**Clock distribution**

Drawn at 6 px/um.
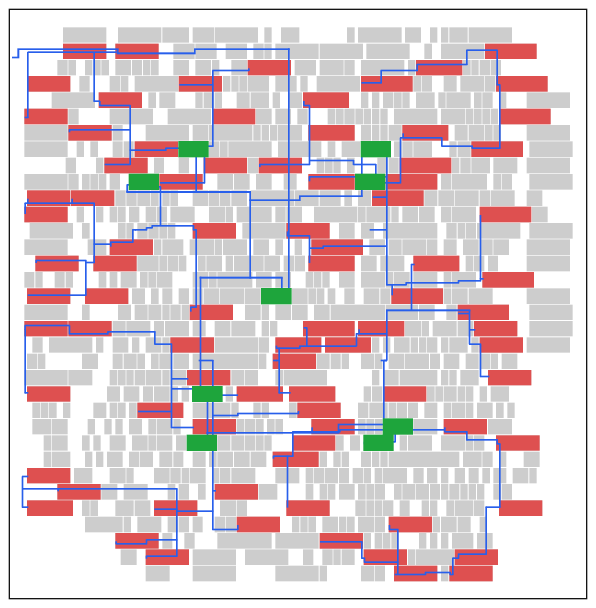
**Placement density heat map**

Drawn at 3 px/um. The die is cut into 10 by 10 equal tiles; white is low, dark blue is high, 0 to 100% covered.
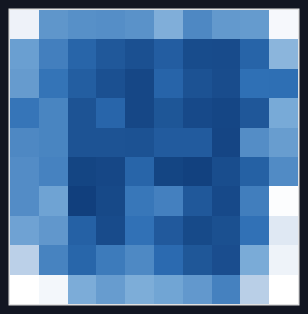
**Routing congestion**

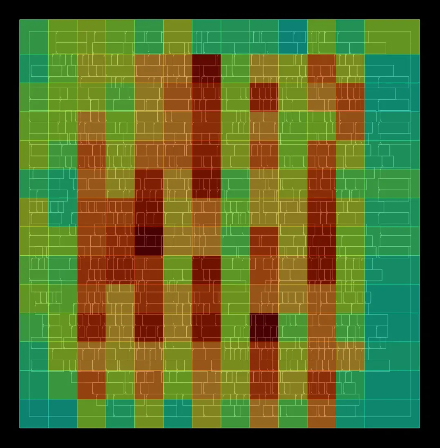
**M4 wires**

Drawn at 4 px/um.
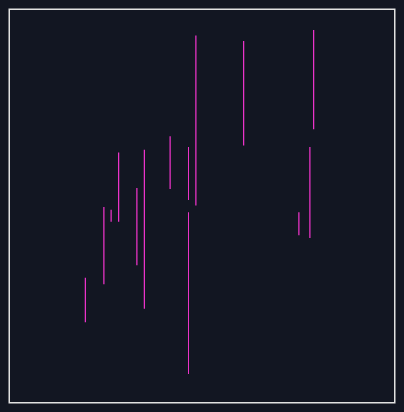
## src/rtl/frame_load_ctrl.sv

```systemverilog
// UART-fed frame loader: waits for a sync byte, writes WIDTH*HEIGHT pixels
// into the back bank, swaps banks on a full frame, aborts on timeout or cancel.
module frame_load_ctrl #(
  parameter int unsigned WIDTH       = 534,
  parameter int unsigned HEIGHT      = 400,
  parameter logic [7:0]  SYNC_BYTE   = 8'hAA,
  parameter int unsigned TIMEOUT_CYC = 1000000,
  localparam int unsigned DEPTH      = WIDTH * HEIGHT,
  localparam int unsigned AW         = $clog2(DEPTH)
) (
  input  logic          uart_clk,
  input  logic          rst,
  input  logic          uart_rx_valid,
  input  logic [7:0]    data_in,
  input  logic          abort,
  output logic          wr_en,
  output logic [AW-1:0] wr_addr,
  output logic [7:0]    wr_data,
  output logic          wr_bank,
  output logic          disp_bank,
  output logic          busy,
  output logic          frame_done,
  output logic          err_timeout,
  output logic [15:0]   frame_count
);

  localparam int unsigned TW = $clog2(TIMEOUT_CYC);
  localparam logic [AW-1:0] LAST = AW'(DEPTH - 1);
  localparam logic [TW-1:0] TMO_AT = TW'(TIMEOUT_CYC - 2);

  typedef enum logic [1:0] {
    IDLE,
    LOAD,
    DONE
  } state_t;

  state_t state, state_d;
  logic [AW-1:0] pcnt;
  logic [TW-1:0] tcnt;
  logic sync_hit, take, tmo;

  always_comb begin
    state_d  = state;
    sync_hit = 1'b0;
    take     = 1'b0;
    tmo      = 1'b0;
    unique case (state)
      IDLE: begin
        if (uart_rx_valid && data_in == SYNC_BYTE) begin
          sync_hit = 1'b1;
          state_d  = LOAD;
        end
      end
      LOAD: begin
        // abort outranks a coincident byte
        if (abort) begin
          state_d = IDLE;
        end else if (uart_rx_valid) begin
          take = 1'b1;
          if (pcnt == LAST) state_d = DONE;
        end else if (tcnt == TMO_AT) begin
          tmo     = 1'b1;
          state_d = IDLE;
        end
      end
      DONE:    state_d = IDLE;
      default: state_d = IDLE;
    endcase
  end

  always_ff @(posedge uart_clk) begin
    if (rst) begin
      state       <= IDLE;
      wr_en       <= 1'b0;
      wr_addr     <= '0;
      wr_data     <= '0;
      disp_bank   <= 1'b0;
      err_timeout <= 1'b0;
      frame_count <= '0;
      pcnt        <= '0;
      tcnt        <= '0;
    end else begin
      state <= state_d;
      wr_en <= take;
      if (take) begin
        wr_addr <= pcnt;
        wr_data <= data_in;
      end
      if (sync_hit) begin
        pcnt <= '0;
        tcnt <= '0;
      end else if (take) begin
        pcnt <= (pcnt == LAST) ? '0 : pcnt + AW'(1);
        tcnt <= '0;
      end else if (state == LOAD) begin
        tcnt <= tcnt + TW'(1);
      end
      if (sync_hit) err_timeout <= 1'b0;
      else if (tmo) err_timeout <= 1'b1;
      // explicit hold keeps the counter a plain register each cycle
      if (state == DONE) begin
        disp_bank   <= ~disp_bank;
        frame_count <= frame_count + 16'd1;
      end else begin
        frame_count <= frame_count;
      end
    end
  end

  assign wr_bank    = ~disp_bank;
  assign busy       = (state == LOAD);
  assign frame_done = (state == DONE);

endmodule

```

## config.mk

```make
export PLATFORM = sky130hd
export DESIGN_NAME = frame_load_ctrl
export DESIGN_NICKNAME = d
export VERILOG_FILES = /design/src/rtl/frame_load_ctrl.sv
export SDC_FILE = /design/constraint.sdc
export NUM_CORES = 1
export LEC_CHECK = 0
export ABC_AREA = 1
export CAP_MARGIN = 20
export CORE_AREA = 2 2 94 96
export DETAILED_ROUTE_END_ITERATION = 8
export DIE_AREA = 0 0 96 98
export PLACE_DENSITY_LB_ADDON = 0.1
export SYNTH_ARGS = -nofsm -noshare
export SYNTH_HDL_FRONTEND = slang
export SYNTH_SLANG_ARGS = --single-unit
```

## constraint.sdc

```tcl
create_clock -name uart_clk -period 1.4 [get_ports uart_clk]
set_clock_uncertainty 0.05 [all_clocks]
set_input_delay 0.35 -clock uart_clk [delete_from_list [all_inputs] [get_ports uart_clk]]
set_output_delay 0.35 -clock uart_clk [all_outputs]
set_load 0.1 [all_outputs]
```

==> results.ini <==
[worst_setup_path]
critPathLaunch=state[1]$_SDFFE_PP0P_
crit_chain=nand2_4, buf_6, clkinvlp_4, buf_12
cp.depth=4
reg2reg_from=state[0]$_SDFFE_PP0P_
worstRegToRegCells=8
cp_slowest_cell=dfxtp_4
critPathTopFamily=buffers and inverters

[yosys]
netlist.top_cell.by_area=dfxtp_1
adder_share=0.0129
synth_stat.cells=559
synth_cells=559
yosysWarningCount=0
ys_seq_share=0.437
synthesis.area_um2=3890
area_leaders=dfxtp_1, nor2_1, nand2_1, inv_1, o21ai_0
synthArstFlopShare=0
common_cells=nor2_1, nand2_1, dfxtp_1
edf_count=0

[outcome]
violations=negative setup slack
status=finished, violations left

[final_timing]
fin_tns_setup_ns=-4.32
fmax_mhz=625
setup_ws_ns=-0.199
worst_slew_pin_slew_ns=0.351
whs_ns=0.337
slew_violations=0
setup_viol=50
fin_crit_ns=1.60

[clocking]
ctsHtreeMaxLevel=3
clk_path_buf_depth=2
clock-sinks=85
cts.repair_timing.setup_buffer_count=12
path_clk_slew_ns=0.08

[cells_and_area]
regMostFlops=tcnt
nonClockBufferCount=163
multiInputCombCellCount=395
fin_nets=733
clock_buffers=11
syn2layout_area_growth_pct=66.5
final-nonclk-buf-share=0.305
comb_share=0.334
utilization=0.766
comb_area_um2=2170
dominant_cells=logic gates
reg_top3=tcnt (20), pcnt (18), wr_addr (18)

[power]
intPower_mw=3.30
power_density_nw_per_um2=661

[global_routing]
grt_pass1_wl_mm=18.7
grt_max_degree=28
grt_util_all_layers=0.248
antenna_found_initial=0
grt-ovfl-total=0

[place]
place_ws_ns=-0.534

[detailed_routing]
antenna_left=0
vias_per_cell=5.19
drc=0
drtIter0Drc=152
wl_met1_mm=4.68

[min_path]
timing.hold.worst_path_depth=4
holdPathEnd=wr_data[3]$_SDFFE_PP0P_

[die]
die-area_um2=9410
ioPinCount=60

-- 'clock distribution' (at the start) --
Key: cells driving clock nets = green [count 9]; flip-flops = red [count 85]; clock wires = blue [length 1100 um]
There are 10 routed clock nets.
Clock group: 1.70 mW
clock power share: 0.398
clk latency late pin: 0.35 ns

-- 'placement density heat map' (at the start) --
The mean over all tiles is 68%. 46% of the tiles are over 75% full. 3.0% of the tiles are nearly empty. The densest ninth of the die: middle.
Initial Util: 0.460
area of the core: 8470 um^2

-- 'routing congestion' (at the start) --
met2 Use GR: 0.424
Avg WL per Cell: 14.2 um
grt met3 use: 0.0502
GR peak layer: met2
GR met1 Demand/Resource: 0.306

-- 'M4 wires' (at the start) --
The longest straight run is 42.2 um. The layer carries 294 um of wire. 13 nets have wire on it. The wires run mostly vertical. The layer holds 2.5% of the routed length.
total wire length: 11.7 mm
DR vias: 4303

No activity file was given, so power comes from the tool's default toggle rates.
